$ cat src/rtl/run_sequencer.sv
// run_sequencer
//   Run controller for the X9 core. Boots, runs and stops one program per
//   host request, owns the core reset, and arbitrates the single data-memory
//   port between the host (IDLE/FINISH) and the core (RUN). Counts RUN
//   cycles and aborts runaway programs with a watchdog.
//
// Ports
//   clk, reset                  clock, asynchronous active-low reset
//   req / ack                   host run request (level) / run finished, held until req low
//   timeout                     last run ended by the watchdog
//   cycles                      RUN-cycle count of the current/last run
//   host_gnt                    host owns the memory port
//   host_we/addr/wdat/rdat      host side of the memory port
//   core_done                   core's done flag
//   core_reset                  active-high reset to the core
//   core_we/addr/wdat/rdat      core side of the memory port
//   mem_we/addr/wdat/rdat       to/from dat_mem (combinational read)
module run_sequencer #(
    parameter int unsigned AW      = 8,
    parameter int unsigned DW      = 8,
    parameter int unsigned TW      = 16,
    parameter int unsigned TMO     = 4096,
    parameter int unsigned RST_CYC = 2
) (
    input  logic          clk,
    input  logic          reset,
    input  logic          req,
    output logic          ack,
    output logic          timeout,
    output logic [TW-1:0] cycles,
    output logic          host_gnt,
    input  logic          host_we,
    input  logic [AW-1:0] host_addr,
    input  logic [DW-1:0] host_wdat,
    output logic [DW-1:0] host_rdat,
    input  logic          core_done,
    output logic          core_reset,
    input  logic          core_we,
    input  logic [AW-1:0] core_addr,
    input  logic [DW-1:0] core_wdat,
    output logic [DW-1:0] core_rdat,
    output logic          mem_we,
    output logic [AW-1:0] mem_addr,
    output logic [DW-1:0] mem_wdat,
    input  logic [DW-1:0] mem_rdat
);

    localparam int unsigned BW = (RST_CYC > 1) ? $clog2(RST_CYC) : 1;

    typedef enum logic [1:0] {
        IDLE   = 2'd0,
        BOOT   = 2'd1,
        RUN    = 2'd2,
        FINISH = 2'd3
    } state_t;

    state_t          state_q, state_d;
    logic [BW-1:0]   boot_q;
    logic [TW-1:0]   cycles_q;
    logic            timeout_q;

    logic            boot_last;
    logic            wdog_hit;

    assign boot_last = (boot_q == BW'(RST_CYC - 1));
    assign wdog_hit  = (cycles_q == TW'(TMO - 1));

    // State register
    always_ff @(posedge clk or negedge reset) begin
        if (!reset) begin
            state_q <= IDLE;
        end else begin
            state_q <= state_d;
        end
    end

    // Next-state logic
    always_comb begin
        state_d = state_q;
        unique case (state_q)
            IDLE:    if (req)       state_d = BOOT;
            BOOT:    if (boot_last) state_d = RUN;
            RUN:     if (core_done || wdog_hit) state_d = FINISH;
            FINISH:  if (!req)      state_d = IDLE;
            default:                state_d = IDLE;
        endcase
    end

    // Boot hold counter, run-cycle counter and watchdog flag.
    // The counter is cleared on acceptance, so the final count survives FINISH
    // and the following IDLE for the host to read.
    always_ff @(posedge clk or negedge reset) begin
        if (!reset) begin
            boot_q    <= '0;
            cycles_q  <= '0;
            timeout_q <= 1'b0;
        end else begin
            unique case (state_q)
                IDLE: begin
                    boot_q <= '0;
                    if (req) begin
                        cycles_q  <= '0;
                        timeout_q <= 1'b0;
                    end
                end
                BOOT: begin
                    if (!boot_last) begin
                        boot_q <= boot_q + BW'(1);
                    end
                end
                RUN: begin
                    cycles_q <= cycles_q + TW'(1);
                    // core_done takes precedence over the watchdog
                    if (!core_done && wdog_hit) begin
                        timeout_q <= 1'b1;
                    end
                end
                default: ;
            endcase
        end
    end

    assign ack        = (state_q == FINISH);
    assign timeout    = timeout_q;
    assign cycles     = cycles_q;
    assign host_gnt   = (state_q == IDLE) || (state_q == FINISH);
    assign core_reset = (state_q != RUN);

    // Memory port mux, decoded from the registered state only
    always_comb begin
        mem_we    = 1'b0;
        mem_addr  = '0;
        mem_wdat  = '0;
        host_rdat = '0;
        core_rdat = '0;
        if (host_gnt) begin
            mem_we    = host_we;
            mem_addr  = host_addr;
            mem_wdat  = host_wdat;
            host_rdat = mem_rdat;
        end else if (state_q == RUN) begin
            mem_we    = core_we;
            mem_addr  = core_addr;
            mem_wdat  = core_wdat;
            core_rdat = mem_rdat;
        end
    end

endmodule

$ cat config.mk
export PLATFORM = sky130hd
export DESIGN_NAME = run_sequencer
export DESIGN_NICKNAME = d
export VERILOG_FILES = /design/src/rtl/run_sequencer.sv
export SDC_FILE = /design/constraint.sdc
export NUM_CORES = 1
export LEC_CHECK = 0
export ABC_AREA = 1
export CAP_MARGIN = 30
export CELL_PAD_IN_SITES_DETAIL_PLACEMENT = 0
export CELL_PAD_IN_SITES_GLOBAL_PLACEMENT = 1
export CORE_ASPECT_RATIO = 1.1
export CORE_MARGIN = 3
export CORE_UTILIZATION = 26
export CTS_BUF_LIST = sky130_fd_sc_hd__clkbuf_8
export DETAILED_ROUTE_END_ITERATION = 7
export GPL_TIMING_DRIVEN = 0
export PLACE_DENSITY_LB_ADDON = 0.1
export SYNTH_ARGS = -nofsm -noshare
export SYNTH_HDL_FRONTEND = slang
export SYNTH_SLANG_ARGS = --single-unit
export TNS_END_PERCENT = 10
$ cat constraint.sdc
create_clock -name clk -period 3 [get_ports clk]
set_clock_uncertainty 0.05 [all_clocks]
set_input_delay 0.6 -clock clk [delete_from_list [all_inputs] [get_ports clk]]
set_output_delay 0.6 -clock clk [all_outputs]
set_load 0.01 [all_outputs]
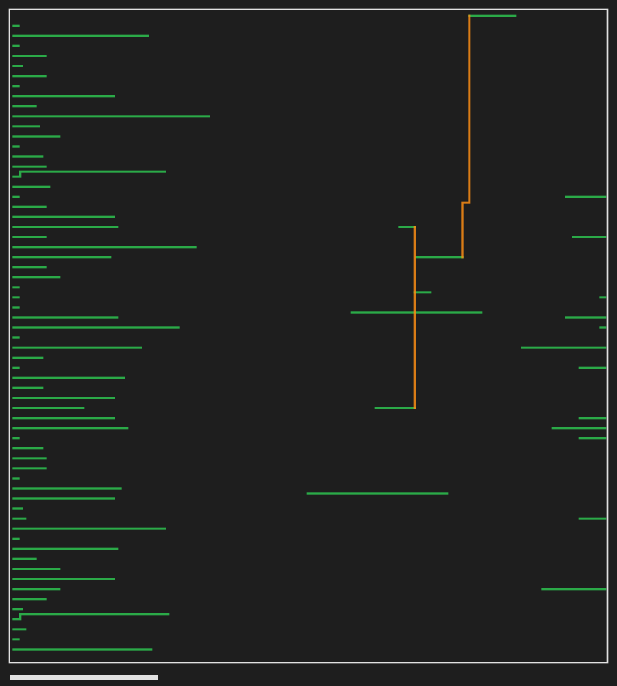
(metal layers overlaid)
The bar under the picture is 20 µm long. Only two layers are drawn.
- M3: green (wire length 607 µm)
- M4: orange (wire length 58.0 µm)

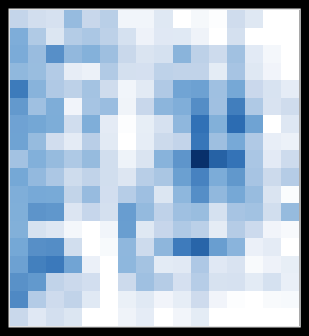
(signal metal coverage by tile)
16 x 18 tiles, from white (low) to dark blue (high), scaled to the fullest tile. Values are wire area over tile area, all layers added.
- mean over tiles: 0.12
- emptiest ninth of the die: lower right
- tiles over half the peak: 15%
- fullest tile: 0.44

==> impl_summary.log <==
[flow] collecting metrics
[metrics] result of the run: completed
[metrics] depth of the worst register-to-register path: 10
[metrics] number of fillers in the final layout: around 620
[metrics] data required time at the worst endpoint: about 2.4 ns
[metrics] sequential area share after synthesis: 31.4%
[metrics] global route total overflow: 0
[metrics] comb. cell area: 930 µm²
[metrics] cell with the largest stage delay on the worst path: sky130_fd_sc_hd__clkdlybuf4s50_1
[metrics] area of all sequential standard cells: roughly 500 µm²
[metrics] total power divided by cell area: between 700 and 800 nW/µm²
[metrics] family of cells with the greatest summed delay on the critical path: buffers and inverters
[metrics] reported leakage power: around 1.3 nW
[metrics] total routed wirelength: between 5000 and 6000 µm
[metrics] H-Tree Level Count: 1
[metrics] critical path start-end classification: flip-flop to output pin
[metrics] Clock Sink Count: 20
[metrics] CTS tree: done
[metrics] chip width: 80.7 µm
[metrics] Log Warnings: 31
[metrics] clock tree buffer depth: 2
[metrics] Tightest Hold Check Type: flip-flop to flip-flop
[metrics] average vias per placed instance: around 4.4
[metrics] Setup Total Neg Slack: 0 ns
[metrics] I/O pin total: 99
[metrics] number of search-and-repair iterations in the first detailed-routing pass: 5
[metrics] biggest fanout along the worst timing path: 10
[metrics] clock buffers created by TritonCTS: 3
[metrics] Cells after Synth: 254
[metrics] core utilization at floorplan: a little over a quarter
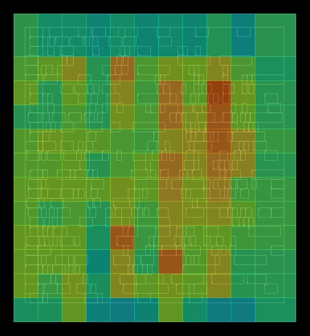
(congestion heat map)
Avg WL per Cell: 11.8 µm
fraction of met2 tracks used by global routing: 25.6%
met1 usage in global routing: 17.0%
global-route usage over all layers: 14.8%
post-layout util: 47.0%

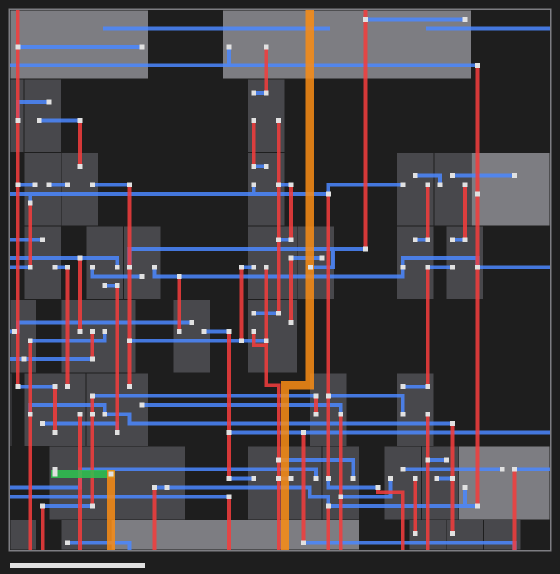
(zoomed window)
The bar under the picture is 5 µm long. Window x 51 to 71, y 56 to 76 µm. Cells in gray, sequential cells in the stronger gray; small squares are vias.
- M2: red
- M3: green
- M1: blue
- M4: orange
- netlist names of flops here include: `cycles` (2)
- most frequent: nand2_1 (9), nor2_1 (6), inv_1 (5)
- cells with their middle in the window: 29
- sequential cells in the window: 2

## layout make-up
cell class / count / share of cell area [%]
Buffer: 8 / 1.82
Inverter: 32 / 4.65
Timing Repair Buffer: 99 / 36.4
Clock buffer: 3 / 1.50
Sequential cell: 20 / 18.2
Multi-Input combinational cell: 194 / 33.9
Tap cell: 77 / 3.51
## timing repair
item / in CTS / in global routing
endpoints found under the hold margin: 0 / 0
pin swaps: 0 / 0
setup endpoints to repair: 12 / 16
cloned: 0 / 0
gates resized: 4 / 7
## per-layer routing
layer  global-route usage (%)  routed length (µm)  share of wire (%)  up-vias
li1                         -                   -                  -      996
met1                     17.0                2180                 43      800
met2                     25.6                2260                 44       84
met3                     6.07                 607                 12        5
met4                     3.69                  58                1.1        0
met5                        0                   0                  0        -
## stage by stage
step	utilization [%]	hold slack [ns]	cell area (µm²)
after floorplan	-	0.254	1600
after global placement	45.7	0.447	2670
after detailed placement	45.7	0.449	2670
after CTS	46.5	0.468	2720
after global routing	47.0	0.491	2740
final	47.0	0.464	2740
## tightest hold or removal path, delay by kind of cell, from the launching register on
kind	cells	cell delay, ns
AND-OR/OR-AND	1	0.10
buffers and inverters	1	0.05
flip-flops	1	0.33
## placed cells by master (no fill, tap or decap), drive strengths merged, types with 2 or more instances in the layout
cell / netlist / routed
a21oi: 7 / 7
nor2: 49 / 49
inv: 31 / 32
nand2: 84 / 84
clkbuf: 2 / 6
o21ai: 7 / 7
dfrtp: 20 / 20
clkdlybuf4s50: 0 / 97
nand3: 25 / 25
buf: 6 / 6
nand3b: 2 / 2
nand4: 6 / 6
ha: 6 / 6
o21bai: 3 / 3
## logic make-up after synthesis
logic type / count (synthesis)
DFF: 20
adders and majority gates: 6
and+or+nand+nor: 169
AOI/OAI and AO/OA: 19
buffers and inverters: 40
## flip-flops by register name, indices dropped and copies added, names as in the netlist
name	count
cycles	16
state_q	2
boot_last	1
timeout	1
## where the power goes
group	internal [mW]	switching, mW	total, mW
clock network	0.0895	0.0905	0.180
registers	0.307	0.0372	0.344
logic	0.788	0.862	1.65
total	1.18	0.990	2.17
## path summary, 6_finish.rpt
path	startpoint	to
min	boot_last	boot_last
min reg2reg	boot_last	boot_last
max	state_q[0]	core_rdat[1]
min in group asynchronous	reset	cycles[3]
max reg2reg	state_q[0]	cycles[5]
max in group asynchronous	reset	timeout
Power and IR drop assume default switching activity.
